File: src/rtl/pi_timing_generator.sv
// PAL-style interlaced DPI timing source (864x625 total, 720x576 active) for the Pi video path.
// Advances one pixel per clk_phase==0 tick; all outputs registered from pre-increment counters.
module pi_timing_generator #(
    parameter int H_SYNC   = 64,
    parameter int H_BP     = 68,
    parameter int H_ACTIVE = 720,
    parameter int H_FP     = 12,
    parameter int V_SYNC   = 3,
    parameter int V_BP     = 19,
    parameter int V_ACTIVE = 288,
    parameter int V_FP     = 2
) (
    input  logic       clk,
    input  logic       reset,
    input  logic [2:0] clk_phase,
    input  logic       enable,
    output logic       hsync,
    output logic       vsync,
    output logic       display_en,
    output logic       pixel_ce,
    output logic [9:0] pixel_x,
    output logic [9:0] pixel_y,
    output logic       odd_field,
    output logic       field_start
);

    localparam logic [9:0] H_SYNC_W    = 10'(H_SYNC);
    localparam logic [9:0] H_START     = 10'(H_SYNC + H_BP);
    localparam logic [9:0] H_END       = 10'(H_SYNC + H_BP + H_ACTIVE);
    localparam logic [9:0] H_LAST      = 10'(H_SYNC + H_BP + H_ACTIVE + H_FP - 1);
    localparam logic [9:0] H_HALF      = 10'((H_SYNC + H_BP + H_ACTIVE + H_FP) / 2);
    localparam logic [9:0] V_SYNC_L    = 10'(V_SYNC);
    localparam logic [9:0] V_START     = 10'(V_SYNC + V_BP);
    localparam logic [9:0] V_END       = 10'(V_SYNC + V_BP + V_ACTIVE);
    localparam logic [9:0] V_LAST_EVEN = 10'(V_SYNC + V_BP + V_ACTIVE + V_FP - 1);
    localparam logic [9:0] V_LAST_ODD  = 10'(V_SYNC + V_BP + V_ACTIVE + V_FP);

    logic [9:0] h_cnt, v_cnt;
    logic       odd;

    logic       tick;
    logic       active;
    logic       hs_low, vs_low;
    logic       h_wrap, v_wrap;
    logic [9:0] v_rel;

    always_comb begin
        tick   = (clk_phase == 3'd0);
        active = (h_cnt >= H_START) && (h_cnt < H_END) &&
                 (v_cnt >= V_START) && (v_cnt < V_END);
        hs_low = (h_cnt < H_SYNC_W);
        // Odd field offsets vsync by half a line so hsync is high at the vsync fall.
        if (odd)
            vs_low = ((v_cnt == 10'd0) && (h_cnt >= H_HALF)) ||
                     ((v_cnt != 10'd0) && (v_cnt < V_SYNC_L)) ||
                     ((v_cnt == V_SYNC_L) && (h_cnt < H_HALF));
        else
            vs_low = (v_cnt < V_SYNC_L);
        h_wrap = (h_cnt == H_LAST);
        v_wrap = odd ? (v_cnt == V_LAST_ODD) : (v_cnt == V_LAST_EVEN);
        v_rel  = v_cnt - V_START;
    end

    always_ff @(posedge clk or posedge reset) begin
        if (reset) begin
            h_cnt       <= '0;
            v_cnt       <= '0;
            odd         <= 1'b1;
            hsync       <= 1'b1;
            vsync       <= 1'b1;
            display_en  <= 1'b0;
            pixel_ce    <= 1'b0;
            pixel_x     <= '0;
            pixel_y     <= '0;
            odd_field   <= 1'b1;
            field_start <= 1'b0;
        end else begin
            pixel_ce    <= 1'b0;
            field_start <= 1'b0;
            if (tick) begin
                if (!enable) begin
                    h_cnt      <= '0;
                    v_cnt      <= '0;
                    odd        <= 1'b1;
                    hsync      <= 1'b1;
                    vsync      <= 1'b1;
                    display_en <= 1'b0;
                    pixel_x    <= '0;
                    pixel_y    <= '0;
                    odd_field  <= 1'b1;
                end else begin
                    hsync       <= ~hs_low;
                    vsync       <= ~vs_low;
                    display_en  <= active;
                    pixel_ce    <= active;
                    odd_field   <= odd;
                    field_start <= vs_low & vsync;
                    if (active) begin
                        pixel_x <= h_cnt - H_START;
                        pixel_y <= {v_rel[8:0], ~odd};
                    end
                    if (h_wrap) begin
                        h_cnt <= '0;
                        if (v_wrap) begin
                            v_cnt <= '0;
                            odd   <= ~odd;
                        end else begin
                            v_cnt <= v_cnt + 10'd1;
                        end
                    end else begin
                        h_cnt <= h_cnt + 10'd1;
                    end
                end
            end
        end
    end

endmodule

File: config.mk
export PLATFORM = sky130hd
export DESIGN_NAME = pi_timing_generator
export DESIGN_NICKNAME = d
export VERILOG_FILES = /design/src/rtl/pi_timing_generator.sv
export SDC_FILE = /design/constraint.sdc
export NUM_CORES = 1
export LEC_CHECK = 0
export ABC_AREA = 0
export CORE_ASPECT_RATIO = 2
export CORE_MARGIN = 2
export CORE_UTILIZATION = 55
export CTS_CLUSTER_SIZE = 20
export DETAILED_ROUTE_END_ITERATION = 10
export PLACE_DENSITY = 0.78
export SLEW_MARGIN = 40
export SYNTH_ARGS = -nofsm -noshare
export SYNTH_HDL_FRONTEND = slang
export SYNTH_SLANG_ARGS = --single-unit
File: constraint.sdc
create_clock -name clk -period 2.5 [get_ports clk]
set_clock_uncertainty 0.1 [all_clocks]
set_input_delay 0.25 -clock clk [delete_from_list [all_inputs] [get_ports clk]]
set_output_delay 0.25 -clock clk [all_outputs]
set_load 0.005 [all_outputs]
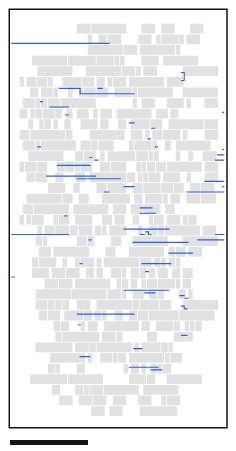
(the metal 3 layer)
The bar under the picture is 20 um long. Cells faint in the background.
33 nets have wire on it. The layer holds 3.4% of the routed length. The longest straight run is 24.8 um. The wires run mostly horizontal. The layer carries 236 um of wire.

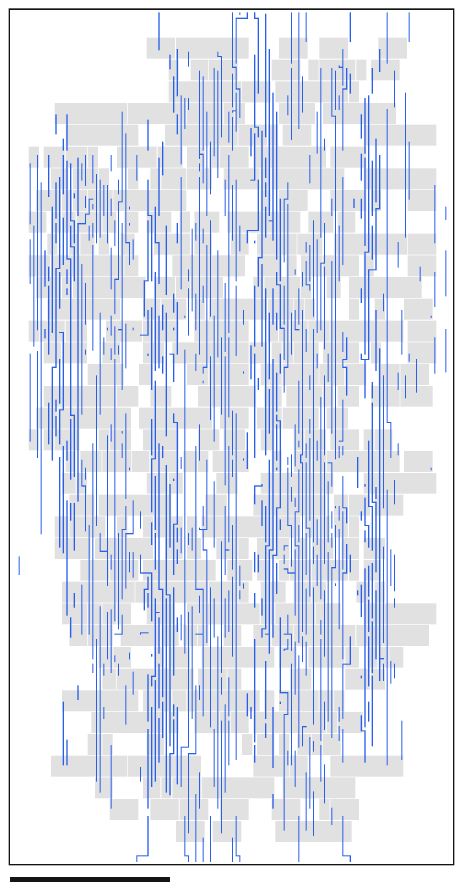
(the metal 2 layer)
The bar under the picture is 20 um long. Cells faint in the background.
The wires run mostly vertical. 302 nets have wire on it. The layer carries 3910 um of wire. The layer holds 56% of the routed length. The longest straight run is 43.9 um.

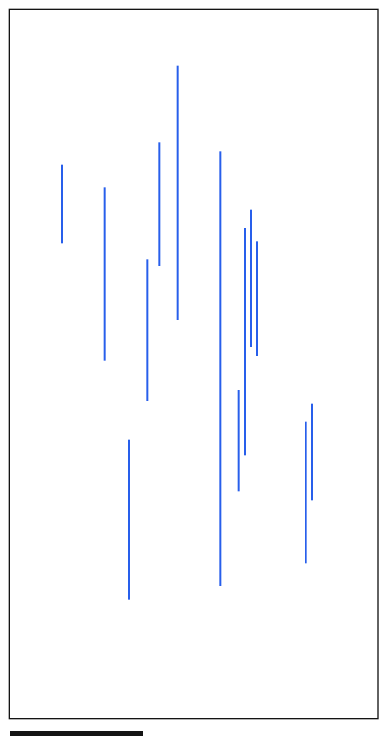
(the metal 4 layer)
The bar under the picture is 20 um long.
The layer carries 326 um of wire. The wires run mostly vertical.
via count: 2472
drt total wl: 7.00 mm

==> out/qor.yml <==
ys_sh_simple_pct: 22.1
period_minus_slack_ns: 2.36
dp.cells: 393
nClkBuffers: 7
syn_to_final_growth_pct: 17.7
status: "complete, no violations"
clk_share_pct: 2.67
yosys_area_sq_mm: 0.00291
drv_cap: 0
place.port_buffers: 31
fin_crit_sh_pct: 94.6
worstSkewPairLatency_ns: 0.31
cts_hold_buf: 0
ys_ff: 47
grt_usage_pct: 25.0
flop_cell: "dfrtp_1"
post_cts_buffers: 0
die_width_um: 55.4
fin_ws_ns: 0.136
antenna_cells: 0
chipHeight_um: 107
core-area_sq_mm: 0.00514
p_clk_uw: 483
critical_path_class: "register to register"
drt-wirelength-per-cell_um: 17.5
overflow: 0
crit_family: "simple AND/OR/NAND/NOR gates"
buf_share_pct: 14.2
switchingPower_uw: 499
yosys-stat-cells: 307
ant_nets: 0
muxShareOfSynthArea_pct: 0.689
ff_count: 47
grt_pass1_vias: 2491
powerSeq_uw: 874
final_core_util_pct: 66.5
start_kind: "register"
fin_area_sq_mm: 0.00342
synth-warning-count: 0
comb_share_pct: 45.2
tns_ns: 0
area_leaders: "dfrtp_1 (37%), nand2_1 (5.9%), ha_1 (4.3%)"
adder_share_pct: 4.31
startpoint: "h_cnt[3]$_DFFE_PP0P_"
cellLeakagePower_nw: 1.51
edf_count: 0
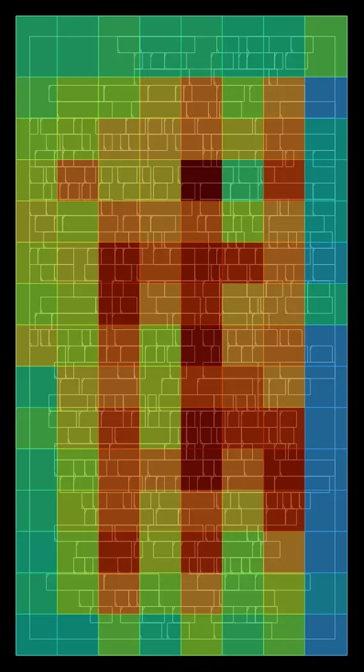
(routing congestion)
met1 GRT Util: 26.1%
Most Crowded Layer GR: met2

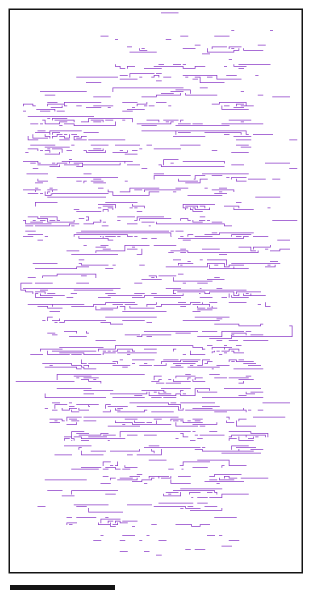
(the metal 1 layer)
The bar under the picture is 20 um long.
The layer holds 36% of the routed length. 311 nets have wire on it.

==> per-layer routing <==
metal,vias up,routed length [um]
met5,-,0
met4,0,325
met3,31,236
met2,71,3910
met1,1202,2530
li1,1168,-
==> placed cells by master, fill, tap and decap left out, drive strengths merged, types with 2 or more instances in the layout <==
master         instances
xnor2                  8
a311oi                 2
a22o                   5
or4                    3
a311o                  8
nand2b                 4
nand2                 46
dfrtp                 43
and3                   4
or2                    4
mux2i                  2
o21a                   2
or3                    2
nor2                  17
and2                   8
nor2b                  3
xor2                   5
o31ai                  8
a2bb2oi                5
nor4                   3
ha                    10
nor4bb                 2
o22ai                 13
clkdlybuf4s50         31
dfstp                  4
nor3                   7
clkbuf                 7
inv                   12
a31oi                  3
o21ai                 14
a21o                   2
nand4                  5
a21oi                 16
buf                   20
nand3                  6
